==> images/pdn.png <==
Bar = 50 um. Pins as bars on the die edge.
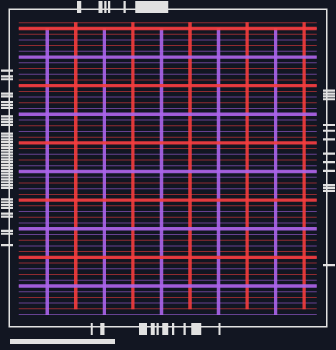
==> images/clock_map.png <==
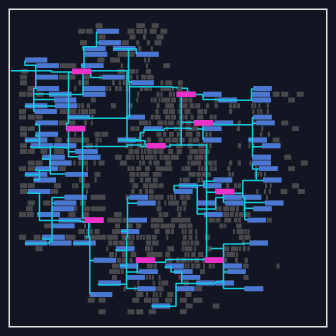
==> images/cell_classes.png <==
Fill, decap, tap and diode cells in gray.
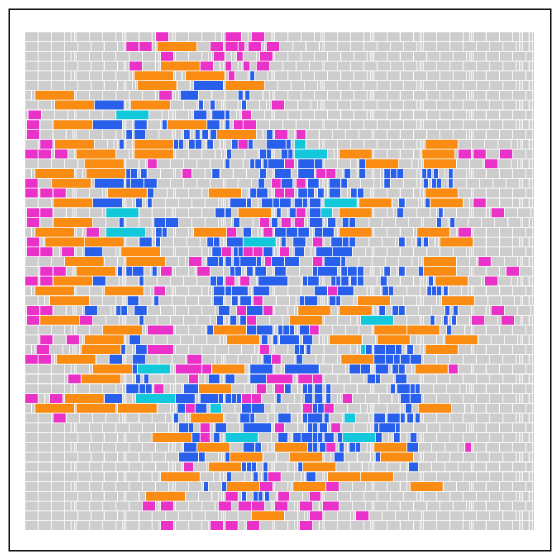
==> images/final_clocks.png <==
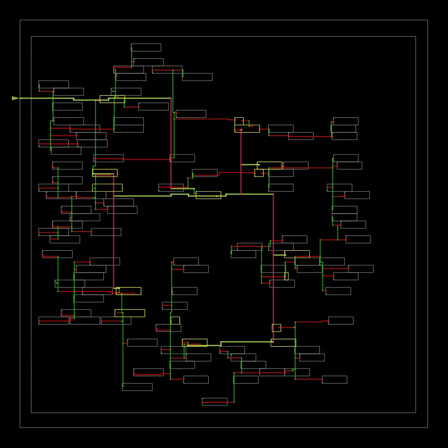
==> src/rtl/fx_sched_pkg.sv <==
// Shared types, sample limits and saturation helper for the effects-chain scheduler.
package fx_sched_pkg;

  typedef enum logic [2:0] {
    ST_IDLE,
    ST_SCAN,
    ST_ISSUE,
    ST_WAIT,
    ST_OUT
  } sched_state_e;

  localparam int SAMPLE_W_DEF = 12;
  localparam int SAMPLE_MAX   = (2 ** (SAMPLE_W_DEF - 1)) - 1;
  localparam int SAMPLE_MIN   = -(2 ** (SAMPLE_W_DEF - 1));

  // Clamp a sign-extended value to the signed range of a width-bit sample.
  function automatic logic signed [31:0] sat_sample(input logic signed [31:0] value,
                                                    input int                 width);
    logic signed [31:0] hi;
    logic signed [31:0] lo;
    hi = (32'sd1 <<< (width - 1)) - 32'sd1;
    lo = -hi - 32'sd1;
    if (value > hi) return hi;
    if (value < lo) return lo;
    return value;
  endfunction

endpackage

==> src/rtl/fx_voice_pick.sv <==
// Lowest-index priority encoder over the pending-voice mask.
module fx_voice_pick #(
  parameter int NUM_VOICES = 4,
  parameter int IDX_W      = 2
) (
  input  logic [NUM_VOICES-1:0] pending,
  output logic [IDX_W-1:0]      k,
  output logic                  none_pending
);

  // Scan downward so the lowest set index is the last one written.
  always_comb begin
    k            = '0;
    none_pending = 1'b1;
    for (int i = NUM_VOICES - 1; i >= 0; i--) begin
      if (pending[i]) begin
        k            = IDX_W'(i);
        none_pending = 1'b0;
      end
    end
  end

endmodule

==> src/rtl/fx_chain_scheduler.sv <==
// Per-frame voice scheduler for the shared effects chain; mixes and saturates the frame.
// Optional peak meter enabled by defining FX_SCHED_PEAK_EN.
module fx_chain_scheduler
  import fx_sched_pkg::*;
#(
  parameter int NUM_VOICES  = 4,
  parameter int SAMPLE_W    = SAMPLE_W_DEF,
  parameter int TIMEOUT_CYC = 1024
) (
  input  logic                           clock,
  input  logic                           reset_n,
  input  logic                           new_sample_ready,
  input  logic [NUM_VOICES-1:0]          voice_active,
  input  logic [NUM_VOICES-1:0]          voice_fx_en,
  input  logic [NUM_VOICES*SAMPLE_W-1:0] voice_samples,
  output logic                           chain_start,
  output logic [SAMPLE_W-1:0]            chain_sample,
  input  logic                           chain_done,
  input  logic [SAMPLE_W-1:0]            chain_result,
  output logic [SAMPLE_W-1:0]            mix_out,
  output logic                           mix_ready,
  output logic                           timeout_err,
  output logic                           overrun
`ifdef FX_SCHED_PEAK_EN
  ,
  output logic [SAMPLE_W-1:0]            peak_level,
  input  logic                           peak_clear
`endif
);

  localparam int IDX_W = (NUM_VOICES > 1) ? $clog2(NUM_VOICES) : 1;
  localparam int ACC_W = SAMPLE_W + $clog2(NUM_VOICES) + 1;
  localparam int CNT_W = (TIMEOUT_CYC > 1) ? $clog2(TIMEOUT_CYC) : 1;
  localparam logic [CNT_W-1:0] CNT_LAST = CNT_W'(TIMEOUT_CYC - 1);

  sched_state_e              state, state_next;
  logic [SAMPLE_W-1:0]       sample_q [NUM_VOICES];
  logic [NUM_VOICES-1:0]     pending;
  logic [NUM_VOICES-1:0]     fxmask;
  logic signed [ACC_W-1:0]   acc;
  logic [CNT_W-1:0]          wait_cnt;

  logic [IDX_W-1:0]          pick_k;
  logic                      none_pending;
  logic [SAMPLE_W-1:0]       sel_sample;
  logic                      add_en;
  logic [SAMPLE_W-1:0]       add_val;
  logic                      clear_k;
  logic                      drop_k;

  fx_voice_pick #(
    .NUM_VOICES (NUM_VOICES),
    .IDX_W      (IDX_W)
  ) u_pick (
    .pending      (pending),
    .k            (pick_k),
    .none_pending (none_pending)
  );

  assign sel_sample = sample_q[pick_k];

  // NOTE: every output of this block gets a default first, so no path can infer a latch.
  always_comb begin
    state_next   = state;
    chain_start  = 1'b0;
    chain_sample = '0;
    add_en       = 1'b0;
    add_val      = '0;
    clear_k      = 1'b0;
    drop_k       = 1'b0;
    case (state)
      ST_IDLE: if (new_sample_ready) state_next = ST_SCAN;
      ST_SCAN: begin
        if (none_pending) begin
          state_next = ST_OUT;
        end else if (fxmask[pick_k]) begin
          state_next = ST_ISSUE;
        end else begin
          add_en  = 1'b1;
          add_val = sel_sample;
          clear_k = 1'b1;
        end
      end
      ST_ISSUE: begin
        chain_start  = 1'b1;
        chain_sample = sel_sample;
        state_next   = ST_WAIT;
      end
      ST_WAIT: begin
        // A done arriving on the timeout cycle still counts.
        if (chain_done) begin
          add_en     = 1'b1;
          add_val    = chain_result;
          clear_k    = 1'b1;
          state_next = ST_SCAN;
        end else if (wait_cnt == CNT_LAST) begin
          clear_k    = 1'b1;
          drop_k     = 1'b1;
          state_next = ST_SCAN;
        end
      end
      ST_OUT:  state_next = ST_IDLE;
      default: state_next = ST_IDLE;
    endcase
  end

  // NOTE: the sample latch is plain storage with no reset; it is always rewritten before being read.
  always_ff @(posedge clock) begin
    if (state == ST_IDLE && new_sample_ready) begin
      for (int i = 0; i < NUM_VOICES; i++) sample_q[i] <= voice_samples[i*SAMPLE_W +: SAMPLE_W];
    end
  end

  // NOTE: non-blocking assignments throughout, so every register sees pre-edge values.
  always_ff @(posedge clock or negedge reset_n) begin
    if (!reset_n) begin
      state       <= ST_IDLE;
      pending     <= '0;
      fxmask      <= '0;
      acc         <= '0;
      wait_cnt    <= '0;
      mix_out     <= '0;
      mix_ready   <= 1'b0;
      timeout_err <= 1'b0;
      overrun     <= 1'b0;
    end else begin
      state     <= state_next;
      mix_ready <= (state == ST_OUT);
      if (state == ST_IDLE && new_sample_ready) begin
        pending <= voice_active;
        fxmask  <= voice_fx_en;
        acc     <= '0;
      end else begin
        if (add_en) acc <= acc + {{(ACC_W - SAMPLE_W){add_val[SAMPLE_W-1]}}, add_val};
        if (clear_k) pending[pick_k] <= 1'b0;
      end
      if (new_sample_ready && state != ST_IDLE) overrun <= 1'b1;
      if (drop_k) timeout_err <= 1'b1;
      if (state == ST_ISSUE) wait_cnt <= '0;
      else if (state == ST_WAIT) wait_cnt <= wait_cnt + 1'b1;
      if (state == ST_OUT) mix_out <= SAMPLE_W'(sat_sample(32'(acc), SAMPLE_W));
    end
  end

`ifdef FX_SCHED_PEAK_EN
  logic signed [31:0] acc_abs;

  // Saturating |acc| equals |sat(acc)| with the most negative code folded to max.
  always_comb acc_abs = (acc < 0) ? -32'(acc) : 32'(acc);

  always_ff @(posedge clock or negedge reset_n) begin
    if (!reset_n) begin
      peak_level <= '0;
    end else if (peak_clear) begin
      peak_level <= '0;
    end else if (state == ST_OUT && SAMPLE_W'(sat_sample(acc_abs, SAMPLE_W)) > peak_level) begin
      peak_level <= SAMPLE_W'(sat_sample(acc_abs, SAMPLE_W));
    end
  end
`endif

endmodule

==> config.mk <==
export PLATFORM = sky130hd
export DESIGN_NAME = fx_chain_scheduler
export DESIGN_NICKNAME = d
export VERILOG_FILES = /design/src/rtl/fx_sched_pkg.sv /design/src/rtl/fx_voice_pick.sv /design/src/rtl/fx_chain_scheduler.sv
export SDC_FILE = /design/constraint.sdc
export NUM_CORES = 1
export LEC_CHECK = 0
export ABC_CLOCK_PERIOD_IN_PS = 3400
export CAP_MARGIN = 15
export CORE_MARGIN = 4
export CORE_UTILIZATION = 25
export DETAILED_ROUTE_END_ITERATION = 7
export PLACE_DENSITY = 0.55
export SETUP_SLACK_MARGIN = 0.1
export SYNTH_ARGS = -nofsm -noshare
export SYNTH_HDL_FRONTEND = slang
export SYNTH_SLANG_ARGS = --single-unit
==> constraint.sdc <==
create_clock -name clock -period 3.4 [get_ports clock]
set_input_delay 1.02 -clock clock [delete_from_list [all_inputs] [get_ports clock]]
set_output_delay 1.02 -clock clock [all_outputs]
set_load 0.005 [all_outputs]
==> impl_metrics.ini <==
; yosys + openroad results
[status]
outcome = complete, no violations

[min_path]
hold_path_depth = 1

[synth]
yosysTopAreaCellShare_pct = 28.5
simple_gate_area_share_pct = 15.9
synthArstFlopShare_pct = 51.5
topCellsByArea = sky130_fd_sc_hd__edfxtp_1 (29%), sky130_fd_sc_hd__dfrtp_1 (25%), sky130_fd_sc_hd__nand2_1 (5.7%), sky130_fd_sc_hd__mux2i_1 (5.3%), sky130_fd_sc_hd__o21ai_0 (4.7%)
yosys.area_share.xor_xnor_pct = 1.73
edf_count = 48

[setup_path]
cp_top_family = buffers and inverters
worst_ep_required_time_ns = 2.38
type_of_element_capturing_the_critical_path = primary output
cp.buffers_inverters = 3
crit_path_max_fanout = 10
worst-setup-path-type = flip-flop to primary output

[floorplan]
fp.coreArea_sq_mm = 0.0197
die_w_um = 150
die-area_sq_mm = 0.0226

[grt]
first_global_vias = 4377
grt_max_degree = 58
grt_overflow_total = 0

[power]
power.sequential.fraction_pct = 29.7
power.switching_mw = 2.35

[finish]
multi_input_gate_area_in_the_final_layout_sq_mm = 0.00241

[drt]
viasPerCell = 4.59
met2WireLength_um = 6610
top_layer_used = met5

[placed_design]
detailed_place.area_sq_mm = 0.00670

[cts]
tritoncts.num_buffers = 9
hold_buffer_count_at_cts = 0

[final_timing]
finalHoldViolations = 0
max_slew_margin_pct = 62.5
total_of_endpoints_with_negative_setup_slack_in_the_final_report = 0

[flow_run]
warnings = 28
Back to the opening pictures, pdn.png:
- purple: VSS
- red: VDD
- signal pins: 100
- met4 straps: 10

Back to the opening pictures, clock_map.png:
- magenta: cells driving clock nets (count 9)
- blue: flip-flops (count 99)
- cyan: clock wires (length 1350 um)
- flops lie: widely spread
final clock skew: 0.00639 ns
share of power burned in the clock network: 18.1%

Back to the opening pictures, cell_classes.png:
- blue: all other logic (cells 372; share of their area 35%)
- magenta: other buffers and delay cells (cells 160; share of their area 21%)
- orange: flip-flops (cells 99; share of their area 39%)
- cyan: clock drivers and dummy loads (cells 16; share of their area 4.7%)
area of all placed cells without fillers: 0.00728 sq mm
Util after Layout: 37.1%
Seq/total area: 37.3%

Back to the opening pictures, final_clocks.png:
FF+latch count: 99
clock buffers: 9

==> power by group through the flow <==
stage               Clock, mW  Combinational (mW)  Sequential [mW]
global placement            0                2.83             1.83
floorplan                   0                1.73             1.78
finish                   1.12                3.23             1.84
CTS                      1.16                3.03             1.83
global route             1.21                3.59             1.88
detailed placement          0                2.90             1.84
==> logic make-up (layout without fill, tap and decap cells) <==
kind of cell,count (synthesis),in the layout
mux,27,27
buf+inv,35,184
flops,99,99
fa+ha+maj,16,16
compound gates,126,126
xor+xnor,10,10
simple gates,185,185
==> worst register-to-register path: cells and delay by family, from the launching register on <==
family	cells	cell delay (ns)
mux	4	0.73
flops	1	0.41
compound gates	4	0.72
fa+ha+maj	1	0.37
buf+inv	2	0.29
simple gates	4	0.63
==> layout make-up <==
cell class	instances	share of cell area [%]
multi-input cells	364	33.1
repair buffers	160	20.2
inverters	8	0.412
clock buffers	9	3.09
clock inverters	7	1.36
flip-flops and latches	99	37.3
well taps	265	4.55
==> stage by stage <==
| step | utilization (%) | hold slack, ns | setup slack [ns] | setup TNS, ns |
|---|---|---|---|---|
| 4_1_cts | 36.2 | 0.472 | 0.00682 | 0 |
| 2_1_floorplan | - | 0.438 | 0.160 | 0 |
| 5_1_grt | 37.1 | 0.478 | -0.0721 | -0.139 |
| 3_3_place_gp | 34.1 | 0.445 | -0.337 | -2.00 |
| 3_5_place_dp | 34.1 | 0.456 | -0.444 | -2.51 |
| 6_report | 37.1 | 0.466 | 0.148 | 0 |
==> what timing repair did <==
item,in CTS,in global routing
setup buffers,1,6
setup endpoints to repair,19,17
gates cloned,0,1
gates resized,43,44
pin swaps,7,13
==> flip-flops by register name (all words and copies together) (netlist names) <==
name and flops:
acc 15, fxmask 4, mix_out 12, mix_ready 1
overrun 1, pending 4, sample_q 48, state 3
timeout_err 1, wait_cnt 10
No activity file was given, so power comes from the tool's default toggle rates.
